--- src/rtl/flag_reg_unit_if.sv ---
// Bundles the flag unit's control inputs and its status outputs into one port.
// Latency: none. The interface holds wires only.
// Backpressure: stall travels in this bundle. There is no ready/valid return path.
// Ports: stall, alu_flags/alu_we, flag_op, br_taken/br_type, int_save,
//        rti_restore (master -> slave); flag_mask, stk_depth, stk_err (slave -> master).
interface flag_reg_unit_if;
  logic       stall;
  logic [3:0] alu_flags;   // [0]=Z [1]=N [2]=C [3]=V
  logic [3:0] alu_we;
  logic [1:0] flag_op;     // 01 SETC, 10 CLRC, else none
  logic       br_taken;
  logic [2:0] br_type;     // 1 JZ, 2 JN, 3 JC, 4 JV
  logic       int_save;
  logic       rti_restore;
  logic [3:0] flag_mask;
  logic [1:0] stk_depth;
  logic       stk_err;

  modport master (
    output stall, alu_flags, alu_we, flag_op, br_taken, br_type, int_save, rti_restore,
    input  flag_mask, stk_depth, stk_err
  );

  modport slave (
    input  stall, alu_flags, alu_we, flag_op, br_taken, br_type, int_save, rti_restore,
    output flag_mask, stk_depth, stk_err
  );
endinterface

--- src/rtl/flag_reg_unit.sv ---
// Condition-code register (Z/N/C/V) with a 2-deep interrupt shadow stack and a sticky error flag.
// Latency: 1 cycle. Every update appears on flag_mask after the edge that causes it.
// Backpressure: stall=1 freezes all state. There is no output handshake.
// Ports: clk, rst_n (async, active low); fr (slave modport) carries the ALU, flag-op,
//        branch and interrupt controls in, and flag_mask, stk_depth, stk_err out.
module flag_reg_unit (
  input  logic            clk,
  input  logic            rst_n,
  flag_reg_unit_if.slave  fr
);

  logic [3:0] ccr_q,  ccr_d;
  logic [3:0] stk0_q, stk0_d;
  logic [3:0] stk1_q, stk1_d;
  logic [1:0] depth_q, depth_d;
  logic       err_q,  err_d;

  logic [3:0] upd_ccr;
  logic [3:0] clr_mask;
  logic [3:0] stk_top;

  // Normal CCR path. Apply ALU writes, then SETC/CLRC, then the branch-consume clear.
  // The clear is applied last, so it wins over any write to the same bit.
  always_comb begin
    clr_mask = 4'b0000;
    if (fr.br_taken) begin
      case (fr.br_type)
        3'd1:    clr_mask = 4'b0001;
        3'd2:    clr_mask = 4'b0010;
        3'd3:    clr_mask = 4'b0100;
        3'd4:    clr_mask = 4'b1000;
        default: clr_mask = 4'b0000;
      endcase
    end

    upd_ccr = (ccr_q & ~fr.alu_we) | (fr.alu_flags & fr.alu_we);
    case (fr.flag_op)
      2'b01:   upd_ccr[2] = 1'b1;
      2'b10:   upd_ccr[2] = 1'b0;
      default: ;
    endcase
    upd_ccr = upd_ccr & ~clr_mask;
  end

  // The top of the LIFO is the entry just below depth.
  assign stk_top = (depth_q == 2'd2) ? stk1_q : stk0_q;

  always_comb begin
    ccr_d   = ccr_q;
    stk0_d  = stk0_q;
    stk1_d  = stk1_q;
    depth_d = depth_q;
    err_d   = err_q;

    if (!fr.stall) begin
      if (fr.rti_restore && (depth_q != 2'd0)) begin
        // A restore takes the whole cycle. A save in the same cycle is dropped and counts as an error.
        ccr_d   = stk_top;
        depth_d = depth_q - 2'd1;
        if (fr.int_save) err_d = 1'b1;
      end else begin
        ccr_d = upd_ccr;
        if (fr.rti_restore) begin
          // Underflow. A save in the same cycle is also dropped, because restore has priority.
          err_d = 1'b1;
        end else if (fr.int_save) begin
          // The pushed value is the CCR before this cycle's update.
          case (depth_q)
            2'd0: begin
              stk0_d  = ccr_q;
              depth_d = 2'd1;
            end
            2'd1: begin
              stk1_d  = ccr_q;
              depth_d = 2'd2;
            end
            default: err_d = 1'b1;
          endcase
        end
      end
    end
  end

  always_ff @(posedge clk or negedge rst_n) begin
    if (!rst_n) begin
      ccr_q   <= 4'b0000;
      stk0_q  <= 4'b0000;
      stk1_q  <= 4'b0000;
      depth_q <= 2'd0;
      err_q   <= 1'b0;
    end else begin
      ccr_q   <= ccr_d;
      stk0_q  <= stk0_d;
      stk1_q  <= stk1_d;
      depth_q <= depth_d;
      err_q   <= err_d;
    end
  end

  assign fr.flag_mask = ccr_q;
  assign fr.stk_depth = depth_q;
  assign fr.stk_err   = err_q;

endmodule

--- src/flat_wrapper.sv ---
// flat-port wrapper written by rule: the top's interface ports become plain ports
module flag_reg_unit_flat 
  (clk, rst_n, fr_stall, fr_alu_flags, fr_alu_we, fr_flag_op, fr_br_taken, fr_br_type, fr_int_save, fr_rti_restore, fr_flag_mask, fr_stk_depth, fr_stk_err);
  flag_reg_unit_if fr_i ();
  input  logic clk;
  input  logic rst_n;
  input wire logic [$bits(fr_i.stall)-1:0] fr_stall;
  input wire logic [$bits(fr_i.alu_flags)-1:0] fr_alu_flags;
  input wire logic [$bits(fr_i.alu_we)-1:0] fr_alu_we;
  input wire logic [$bits(fr_i.flag_op)-1:0] fr_flag_op;
  input wire logic [$bits(fr_i.br_taken)-1:0] fr_br_taken;
  input wire logic [$bits(fr_i.br_type)-1:0] fr_br_type;
  input wire logic [$bits(fr_i.int_save)-1:0] fr_int_save;
  input wire logic [$bits(fr_i.rti_restore)-1:0] fr_rti_restore;
  output wire logic [$bits(fr_i.flag_mask)-1:0] fr_flag_mask;
  output wire logic [$bits(fr_i.stk_depth)-1:0] fr_stk_depth;
  output wire logic [$bits(fr_i.stk_err)-1:0] fr_stk_err;
  assign fr_i.stall = fr_stall;
  assign fr_i.alu_flags = fr_alu_flags;
  assign fr_i.alu_we = fr_alu_we;
  assign fr_i.flag_op = fr_flag_op;
  assign fr_i.br_taken = fr_br_taken;
  assign fr_i.br_type = fr_br_type;
  assign fr_i.int_save = fr_int_save;
  assign fr_i.rti_restore = fr_rti_restore;
  assign fr_flag_mask = fr_i.flag_mask;
  assign fr_stk_depth = fr_i.stk_depth;
  assign fr_stk_err = fr_i.stk_err;
  flag_reg_unit u_core (.clk(clk), .rst_n(rst_n), .fr(fr_i));
endmodule
--- config.mk ---
export PLATFORM = sky130hd
export DESIGN_NAME = flag_reg_unit_flat
export DESIGN_NICKNAME = d
export VERILOG_FILES = /design/src/rtl/flag_reg_unit_if.sv /design/src/rtl/flag_reg_unit.sv /design/src/flat_wrapper.sv
export SDC_FILE = /design/constraint.sdc
export NUM_CORES = 1
export LEC_CHECK = 0
export CORE_MARGIN = 10
export CORE_UTILIZATION = 49
export CTS_CLUSTER_DIAMETER = 40
export DETAILED_ROUTE_END_ITERATION = 12
export HOLD_SLACK_MARGIN = 0.15
export PLACE_DENSITY_LB_ADDON = 0.15
export SLEW_MARGIN = 40
export SYNTH_ARGS = -nofsm -noshare
export SYNTH_HDL_FRONTEND = slang
export SYNTH_SLANG_ARGS = --single-unit
--- constraint.sdc ---
create_clock -name clk -period 4.31 [get_ports clk]
set_input_delay 0.862 -clock clk [delete_from_list [all_inputs] [get_ports clk]]
set_output_delay 0.862 -clock clk [all_outputs]
set_load 0.05 [all_outputs]
### The metal 1 layer

Drawn at 4 px/um. Supply wires on this layer in grey.
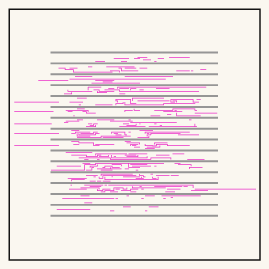
The layer carries 928 um of wire. 112 nets have wire on it.

### Metal 3

Drawn at 8 px/um.
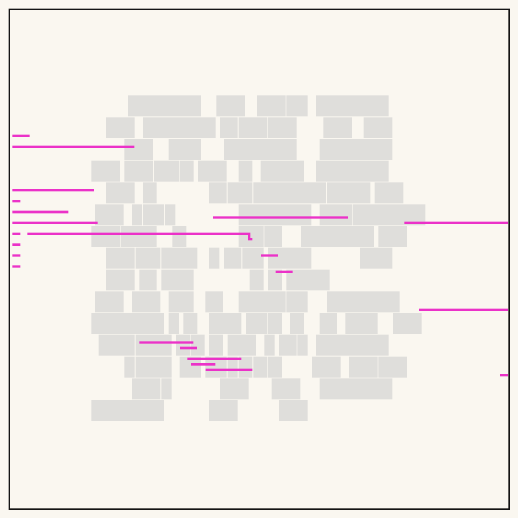
The layer holds 6.7% of the routed length. The longest straight run is 27.6 um. The wires run mostly horizontal.

### Clock wires, drivers and flops

Drawn at 6 px/um.
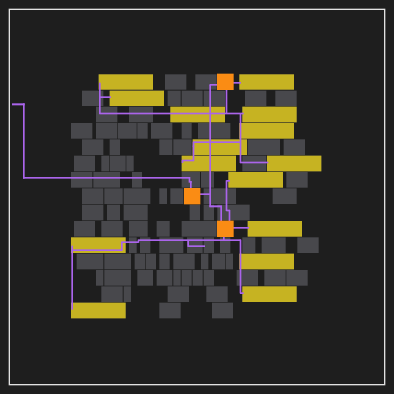
clock-net drivers: drawn in orange, count 3. flip-flops: drawn in yellow, count 15. clock wires: drawn in purple, length 203 um.
There are 4 routed clock nets.
Worst Skew: 0.004285 ns
later-pin clock latency in the skew report: 0.28 ns
clock network fraction of design power: 12.6%
power in the clock group: 0.0808 mW

### Cell density map

Drawn at 6 px/um. The die is cut into 6 by 6 equal tiles; white is low, dark blue is high, 0 to 100% covered.
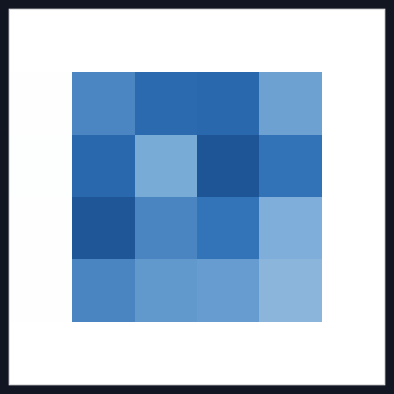
The emptiest ninth of the die: lower right. 56% of the tiles are nearly empty. The densest ninth of the die: centre. 14% of the tiles are over 75% full. The mean over all tiles is 29%.

### Clock routing

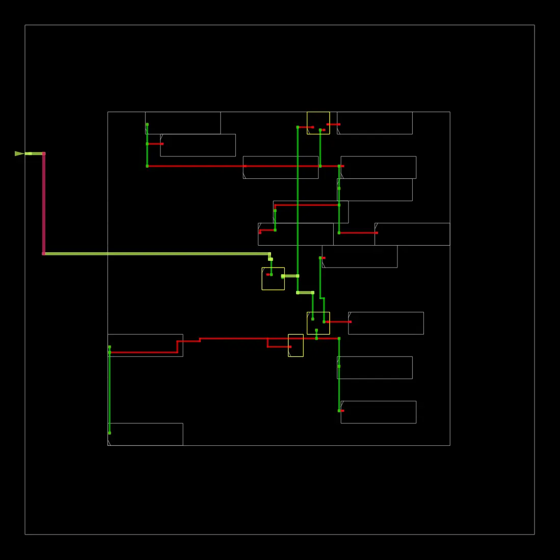
number of flip-flops and latches: 15
clk sinks: 15
cts bufs inserted: 3
# clk buffers: 3

-- worst paths after layout --
path,start,end,cells after the start
max,u_core.fr.stk_depth[1]$_DFFE_PN0P_,fr_stk_depth[1],1
min in group asynchronous,rst_n,u_core.fr.stk_err$_DFFE_PN0P_,1
min reg2reg,u_core.fr.stk_err$_DFFE_PN0P_,u_core.fr.stk_err$_DFFE_PN0P_,1
max in group asynchronous,rst_n,u_core.stk0_q[3]$_DFFE_PN0P_,1
min,u_core.fr.stk_err$_DFFE_PN0P_,u_core.fr.stk_err$_DFFE_PN0P_,1
max reg2reg,u_core.fr.stk_depth[1]$_DFFE_PN0P_,u_core.fr.stk_depth[0]$_DFFE_PN0P_,6
-- power breakdown --
part	internal (mW)	total (mW)	switching, mW
logic	0.144	0.318	0.174
registers	0.197	0.245	0.0477
clock network	0.0344	0.0808	0.0464
total	0.375	0.644	0.268
-- per-stage QoR --
| stage | setup WS [ns] | area, um2 | hold WS, ns | power (mW) |
|---|---|---|---|---|
| after CTS | 1.865 | 1169 | 0.4959 | 0.6505 |
| after global placement | 1.894 | 1141 | 0.4563 | 0.5541 |
| after floorplan | 2.564 | 877.1 | 0.4803 | 0.4576 |
| after global routing | 1.816 | 1169 | 0.5082 | 0.6835 |
| after detailed placement | 1.868 | 1141 | 0.4717 | 0.5679 |
| final | 1.886 | 1169 | 0.4943 | 0.6437 |
-- final cells by class --
type | count | area [um2] | area share (%)
Clock buffer | 3 | 22.52 | 1.927
Multi-Input combinational cell | 57 | 469.2 | 40.15
Clock inverter | 1 | 5.005 | 0.4283
Tap cell | 25 | 31.28 | 2.677
Timing Repair Buffer | 25 | 250.2 | 21.41
Sequential cell | 15 | 375.4 | 32.12
Inverter | 4 | 15.01 | 1.285
-- placed cells by master (no fill, tap or decap), drive strengths merged --
cell / n
and2b: 1
nand2b: 3
clkinv: 1
inv: 4
clkdlybuf4s50: 25
mux2: 8
nor2: 5
or2: 1
nand4b: 1
a31oi: 4
nand2: 1
dfrtp: 15
clkbuf: 3
o22a: 2
mux2i: 5
o21ai: 4
o211ai: 1
nor3: 2
and4bb: 2
nand3: 1
nand4bb: 1
o32ai: 2
nand3b: 2
a21oi: 7
ha: 4
-- sequential cells by signal, summed over array words and instances (netlist names) --
signal,flops
u_core.fr.flag_mask,4
u_core.fr.stk_depth,2
u_core.fr.stk_err,1
u_core.stk0_q,4
u_core.stk1_q,4
-- metal layers --
layer	up-vias	part of all wire [%]
met5	-	0
met4	0	0.56
met3	2	6.7
met2	29	49
met1	346	43
li1	344	-
-- kinds of logic after synthesis --
group                      Yosys count
muxes                               13
AOI/OAI and AO/OA                   20
buffers and inverters                7
DFF                                 15
and+or+nand+nor                     20
adders and majority gates            4
==> results.toml <==
# physical design summary
[run]
max_cap_viol_count = 0
number_of_logged_tool_warnings = 28

[synthesis]
enable_flop_cells = 0
yosys-stat-cells = 79
syn_area_um2 = 877.1
synth_async_sr_flop_share_pct = 100.0
synthFlopType = "sky130_fd_sc_hd__dfrtp_1"
synth_nets = 102
seq_total_area_yosys_pct = 42.80
ys_seq_elements = 15
mean_instance_size_in_the_synthesized_netlist_um2 = 11.10
netlist_instances = 79
post-synth-top-area-cell = "sky130_fd_sc_hd__dfrtp_1"
yosysWarningCount = 0
ys_chip_area_um2 = 877.1
synth.cellmix.compoundShare_pct = 13.98
yosys.area.top_type_share_pct = 42.80

[critical_path]
timing_worst_setup_path_type = "reg2out"
worst_ep_arrival_time_ns = 1.56
worst_path_maximum_fanout = 6
top_cell_family_by_delay_on_the_critical_path = "buffers and inverters"
critPathLaunchType = "flip-flop"
required_ns = 3.45
critical_path.slowest_cell = "sky130_fd_sc_hd__clkdlybuf4s50_1"

[timing]
number_of_hold_violations_in_the_final_report = 0
timing.final.crit_period_ns = 2.424
rsz0062_at_grt = "no"
maxSlewViolCount = 0
period_used_pct = 56.24
worst_pin_slew_ns = 0.6958

[detailed_routing]
route.final.wire_length_um = 2138
final_routed_wire_length_divided_by_cell_count_um = 16.45
vias = 721

[cts]
cts_post_setup_buffers_inserted = 0
cts.root.buffer_cell = "sky130_fd_sc_hd__clkbuf_4"
post_cts_gate_resize_count = 0

[floorplan]
die_width_um = 62.31
chipArea_mm2 = 0.003883
ioPinCount = 26

[cells_and_area]
filler_cell_count = 138
ratio_of_cells_with_drive_above_1_in_the_final_layout_pct = 14.29
non_filler_cells_final = 130
postLayoutCoreUtil_pct = 68.42

[placed_design]
port_buffers = 25

[global_routing]
global_route_wire_length_before_repair_um = 3484
via_count_of_the_first_global_routing_pass = 747
grt_start_max_net_pins = 16

[pwr]
power.ir.vdd_worst_uv = 378.6

[run_status]
status = "finished clean"
Power figures rest on the tool's default switching activity, not on a simulated workload.
